===== config.mk =====
export PLATFORM = sky130hd
export DESIGN_NAME = conv_window_fetch
export DESIGN_NICKNAME = d
export VERILOG_FILES = /design/src/rtl/conv_window_fetch.sv
export SDC_FILE = /design/constraint.sdc
export NUM_CORES = 1
export LEC_CHECK = 0
export ABC_AREA = 0
export ABC_CLOCK_PERIOD_IN_PS = 2200
export CAP_MARGIN = 20
export CORE_MARGIN = 2
export CORE_UTILIZATION = 43
export DETAILED_ROUTE_END_ITERATION = 10
export PLACE_DENSITY = 0.82
export RECOVER_POWER = 100
export SLEW_MARGIN = 20
export SYNTH_ARGS = -nofsm -noshare
export SYNTH_HDL_FRONTEND = slang
export SYNTH_SLANG_ARGS = --single-unit

===== constraint.sdc =====
create_clock -name clk -period 2.2 [get_ports clk]
set_clock_uncertainty 0.1 [all_clocks]
set_input_delay 0.66 -clock clk [delete_from_list [all_inputs] [get_ports clk]]
set_output_delay 0.66 -clock clk [all_outputs]
set_load 0.02 [all_outputs]

===== src/rtl/conv_window_fetch.sv =====
// Fetches ROWS-pixel columns from the pixel ROM; a column is valid ROWS+ROM_LATENCY cycles after its fetch starts.
// While o_pixel_valid is high and i_pixel_ready is low, the column, its indices and the ROM address are held.
module conv_window_fetch #(
   parameter int DATA_WIDTH     = 32,
   parameter int ROWS           = 6,
   parameter int IMG_W          = 8,
   parameter int IMG_H          = 8,
   parameter int STRIDE         = 1,
   parameter int CHANNELS       = 1,
   parameter int ROM_LATENCY    = 0,
   parameter int EXT_ADDR_WIDTH = 8
) (
   input  logic                                              clk,
   input  logic                                              rst,
   input  logic                                              enable,
   input  logic [DATA_WIDTH-1:0]                             data_in,
   output logic [EXT_ADDR_WIDTH-1:0]                         ext_rom_addr,
   output logic [ROWS*DATA_WIDTH-1:0]                        o_pixel_bus,
   output logic                                              o_pixel_valid,
   input  logic                                              i_pixel_ready,
   output logic [((CHANNELS > 1) ? $clog2(CHANNELS) : 1)-1:0] o_chan_idx,
   output logic [$clog2(IMG_W)-1:0]                          o_col_idx,
   output logic                                              o_last_col,
   output logic                                              o_done
);

   localparam int AW   = EXT_ADDR_WIDTH;
   localparam int CW   = (CHANNELS > 1) ? $clog2(CHANNELS) : 1;
   localparam int COLW = $clog2(IMG_W);
   localparam int RW   = (ROWS > 1) ? $clog2(ROWS) : 1;
   localparam int BW   = $clog2(IMG_H + 1);
   localparam logic [AW-1:0] FRAME = AW'(IMG_W * IMG_H);
   localparam logic [AW-1:0] LINE  = AW'(IMG_W);

   typedef enum logic [2:0] {S_IDLE, S_FETCH, S_WAIT, S_OUT, S_DONE} state_t;

   state_t          r_state;
   logic [CW-1:0]   r_chan;
   logic [BW-1:0]   r_band;
   logic [COLW-1:0] r_col;
   logic [RW-1:0]   r_row;
   logic            r_rearm;

   logic            w_cap_vld;
   logic [RW-1:0]   w_cap_slot;
   logic            w_last_cap;
   logic            w_col_last;

   function automatic logic [AW-1:0] f_addr(input logic [AW-1:0] c, input logic [AW-1:0] b,
                                            input logic [AW-1:0] r, input logic [AW-1:0] k);
      return c * FRAME + (b + r) * LINE + k;
   endfunction

   // Each issued read carries its slot number until its data arrives on data_in.
   generate
      if (ROM_LATENCY == 0) begin : g_lat0
         assign w_cap_vld  = (r_state == S_FETCH);
         assign w_cap_slot = r_row;
      end else begin : g_tag
         logic [ROM_LATENCY-1:0] r_tag_vld;
         logic [RW-1:0]          r_tag_slot [ROM_LATENCY];

         always_ff @(posedge clk) begin
            if (rst) begin
               r_tag_vld <= '0;
               for (int i = 0; i < ROM_LATENCY; i++) r_tag_slot[i] <= '0;
            end else begin
               r_tag_vld[0]  <= (r_state == S_FETCH);
               r_tag_slot[0] <= r_row;
               for (int i = 1; i < ROM_LATENCY; i++) begin
                  r_tag_vld[i]  <= r_tag_vld[i-1];
                  r_tag_slot[i] <= r_tag_slot[i-1];
               end
            end
         end

         assign w_cap_vld  = r_tag_vld[ROM_LATENCY-1];
         assign w_cap_slot = r_tag_slot[ROM_LATENCY-1];
      end
   endgenerate

   assign w_last_cap = w_cap_vld && (w_cap_slot == RW'(ROWS - 1));
   assign w_col_last = (r_col == COLW'(IMG_W - 1));

   always_ff @(posedge clk) begin
      if (rst) begin
         r_state       <= S_IDLE;
         r_chan        <= '0;
         r_band        <= '0;
         r_col         <= '0;
         r_row         <= '0;
         r_rearm       <= 1'b0;
         ext_rom_addr  <= '0;
         o_pixel_bus   <= '0;
         o_pixel_valid <= 1'b0;
         o_chan_idx    <= '0;
         o_col_idx     <= '0;
         o_last_col    <= 1'b0;
         o_done        <= 1'b0;
      end else begin
         // Row 0 of the band lands in the most significant slot.
         for (int i = 0; i < ROWS; i++) begin
            if (w_cap_vld && (w_cap_slot == RW'(i)))
               o_pixel_bus[(ROWS-1-i)*DATA_WIDTH +: DATA_WIDTH] <= data_in;
         end

         case (r_state)
            S_IDLE: begin
               if (!enable) begin
                  r_rearm <= 1'b0;
               end else if (!r_rearm) begin
                  r_state      <= S_FETCH;
                  r_chan       <= '0;
                  r_band       <= '0;
                  r_col        <= '0;
                  r_row        <= '0;
                  ext_rom_addr <= '0;
               end
            end

            S_FETCH, S_WAIT: begin
               if (w_last_cap) begin
                  r_state       <= S_OUT;
                  o_pixel_valid <= 1'b1;
                  o_chan_idx    <= r_chan;
                  o_col_idx     <= r_col;
                  o_last_col    <= w_col_last;
               end else if (r_state == S_FETCH) begin
                  if (r_row == RW'(ROWS - 1)) begin
                     r_state <= S_WAIT;
                  end else begin
                     r_row        <= r_row + RW'(1);
                     ext_rom_addr <= f_addr(AW'(r_chan), AW'(r_band), AW'(r_row) + AW'(1), AW'(r_col));
                  end
               end
            end

            S_OUT: begin
               if (i_pixel_ready) begin
                  o_pixel_valid <= 1'b0;
                  r_row         <= '0;
                  if (!w_col_last) begin
                     r_col        <= r_col + COLW'(1);
                     r_state      <= S_FETCH;
                     ext_rom_addr <= f_addr(AW'(r_chan), AW'(r_band), '0, AW'(r_col) + AW'(1));
                  end else if (32'(r_band) + STRIDE + ROWS <= IMG_H) begin
                     r_col        <= '0;
                     r_band       <= r_band + BW'(STRIDE);
                     r_state      <= S_FETCH;
                     ext_rom_addr <= f_addr(AW'(r_chan), AW'(r_band) + AW'(STRIDE), '0, '0);
                  end else if (r_chan != CW'(CHANNELS - 1)) begin
                     r_col        <= '0;
                     r_band       <= '0;
                     r_chan       <= r_chan + CW'(1);
                     r_state      <= S_FETCH;
                     ext_rom_addr <= f_addr(AW'(r_chan) + AW'(1), '0, '0, '0);
                  end else begin
                     r_col   <= '0;
                     r_band  <= '0;
                     r_state <= S_DONE;
                     o_done  <= 1'b1;
                  end
               end
            end

            S_DONE: begin
               // One frame per enable-high period: stay parked until enable is seen low.
               o_done  <= 1'b0;
               r_rearm <= 1'b1;
               r_state <= S_IDLE;
            end

            default: r_state <= S_IDLE;
         endcase
      end
   end

endmodule


**M1 wires**

Bar = 50 um.
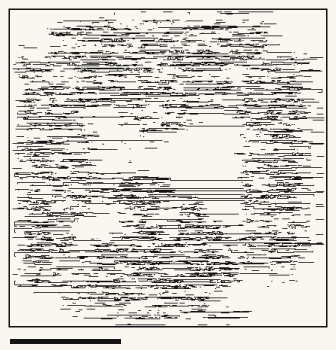
The wires run mostly horizontal. The longest straight run is 54.3 um.
Via Count: 8153
final wirelength: 26.90 mm

**The metal 2 layer**

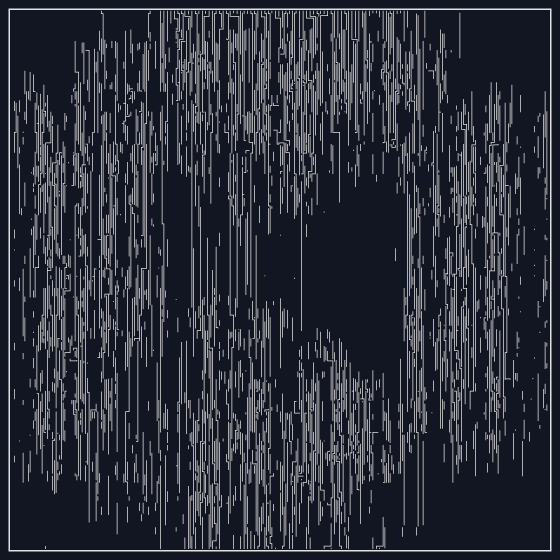
The longest straight run is 54.7 um. The wires run mostly vertical. The layer carries 12700 um of wire.
met2 usage: 43.04%

**Signal wires on met3**

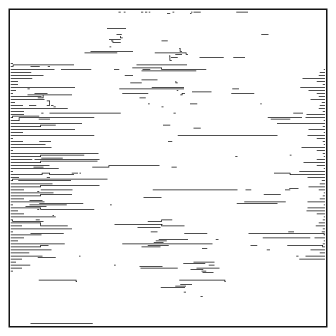
The wires run mostly horizontal. 213 nets have wire on it. The layer carries 2480 um of wire.
M3 GR Usage: 7.512%

**Signal wires on met4**

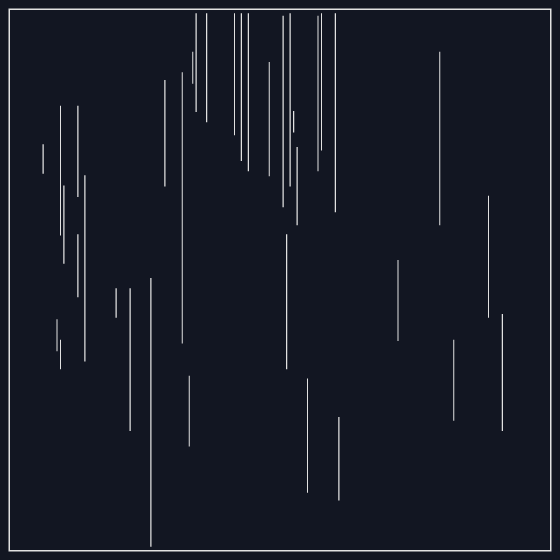
The wires run mostly vertical. 27 nets have wire on it.

==> summary.txt <==
Status = finished, final reports clean
Hold path start = o_pixel_bus[52]
Dominant comb cell = simple AND/OR/NAND/NOR gates
Fp util = 43.97%
Synthesized net count = 1104
Share of power burned in registers = 46.1%
Sink Count = 220
Setup slack after layout = 0.1336 ns
N_taps = 260
Placed Area = 11130 um2
Flops after synth = 220
Drt drc = 0
Fmax = 483.9 MHz
Post-synth seq share = 53.20%
CTS clk-pin slew, worst paths = 0.06 ns
Worst reg2reg path depth = 5
Unrepaired setup endpoints after global routing = no
Flop+latch power = 4.11 mW
Via-per-instance ratio = 5.206
Max Buffers Root-to-Sink = 3
Final TNS setup = 0 ns
Slowest-stage cell, CP = or4b_1
FFs w/ async S/R, synth = 0%
Place WS = -0.4742 ns
GRT Overall Usage = 25.61%
Non-clk buf share = 21.59%
Combinational fraction of design power = 7.9%
Core footprint = 18830 um2
Worst reg2reg startpoint = r_state[0]
Startpoint Class = register
Post-synthesis cell type count = 51
Max incr delay on CP = 0.55 ns
Reg2Reg Setup Slack = 0.13 ns
Area fraction in mux cells = 0.2418%
Top power group = registers
Post-CTS Resized = 202
Detailed placement HPWL = 18.36 mm
Mi-comb count = 750
Root Driver = clkbuf_16
Tool warnings = 31
Fin. max-slew vios = 0
Setup CP Type = reg2reg
Chip area = 20380 um2
WL per Instance = 17.17 um
Reg area = 4405 um2
Critical path fanouts, max = 12
Std-Cell Rows = 50
WP data required = 2.54 ns
Internal power = 6.889 mW
Main flop type after synthesis = dfxtp_1
Hold-critical path endpoint = o_pixel_bus[52]
Leakage = 5.081 nW
Top Ports = 243
Most instantiated logic cells after routing = 412 x nand2_1, 219 x dfxtp_1, 216 x a21oi_1, 202 x dlygate4sd2_1, 34 x buf_4
Area share of xor/xnor cells in the synthesized design = 0.4232%
Cell area after synthesis = 8279 um2
Max-slew headroom = 61.00%
Avg Cell Area, Syn = 7.855 um2
CP endpoint kind = register
Post-CTS Hold Fix Bufs = 0
Area grow syn2layout = 40.55%
Final-layout fill cell count = 1702
Non-Filler Instances = 1566
Final-layout clock buffer total = 32
worst max-delay path by stage:
stage,startpoint,endpoint
finish,r_state[0],r_band[3]
detailed placement,enable,r_band[3]
global placement,enable,r_band[3]
floorplan,enable,r_band[3]
CTS,o_pixel_bus[136],o_pixel_bus[136]
global route,r_state[0],o_pixel_bus[3]
flip-flops by register name, summed over array words and instances, names as in the netlist, 3 cells and up:
name          flops
r_band            4
r_col             3
ext_rom_addr      8
r_state           3
o_pixel_bus     192
r_row             3
o_col_idx         3
routing by layer:
layer	GRT usage (%)	vias to the layer above	share of wire, %
met1	30.55	3779	40
met5	0	-	0
met4	10.89	0	4.1
met2	43.04	362	47
li1	-	3935	-
met3	7.512	77	9.2
critical path, delay by kind of cell, from the launching register on:
family	cells	cell delay, ns
compound gates	3	0.50
simple gates	2	0.98
flops	1	0.43
Power is estimated from default activity; no workload was simulated.
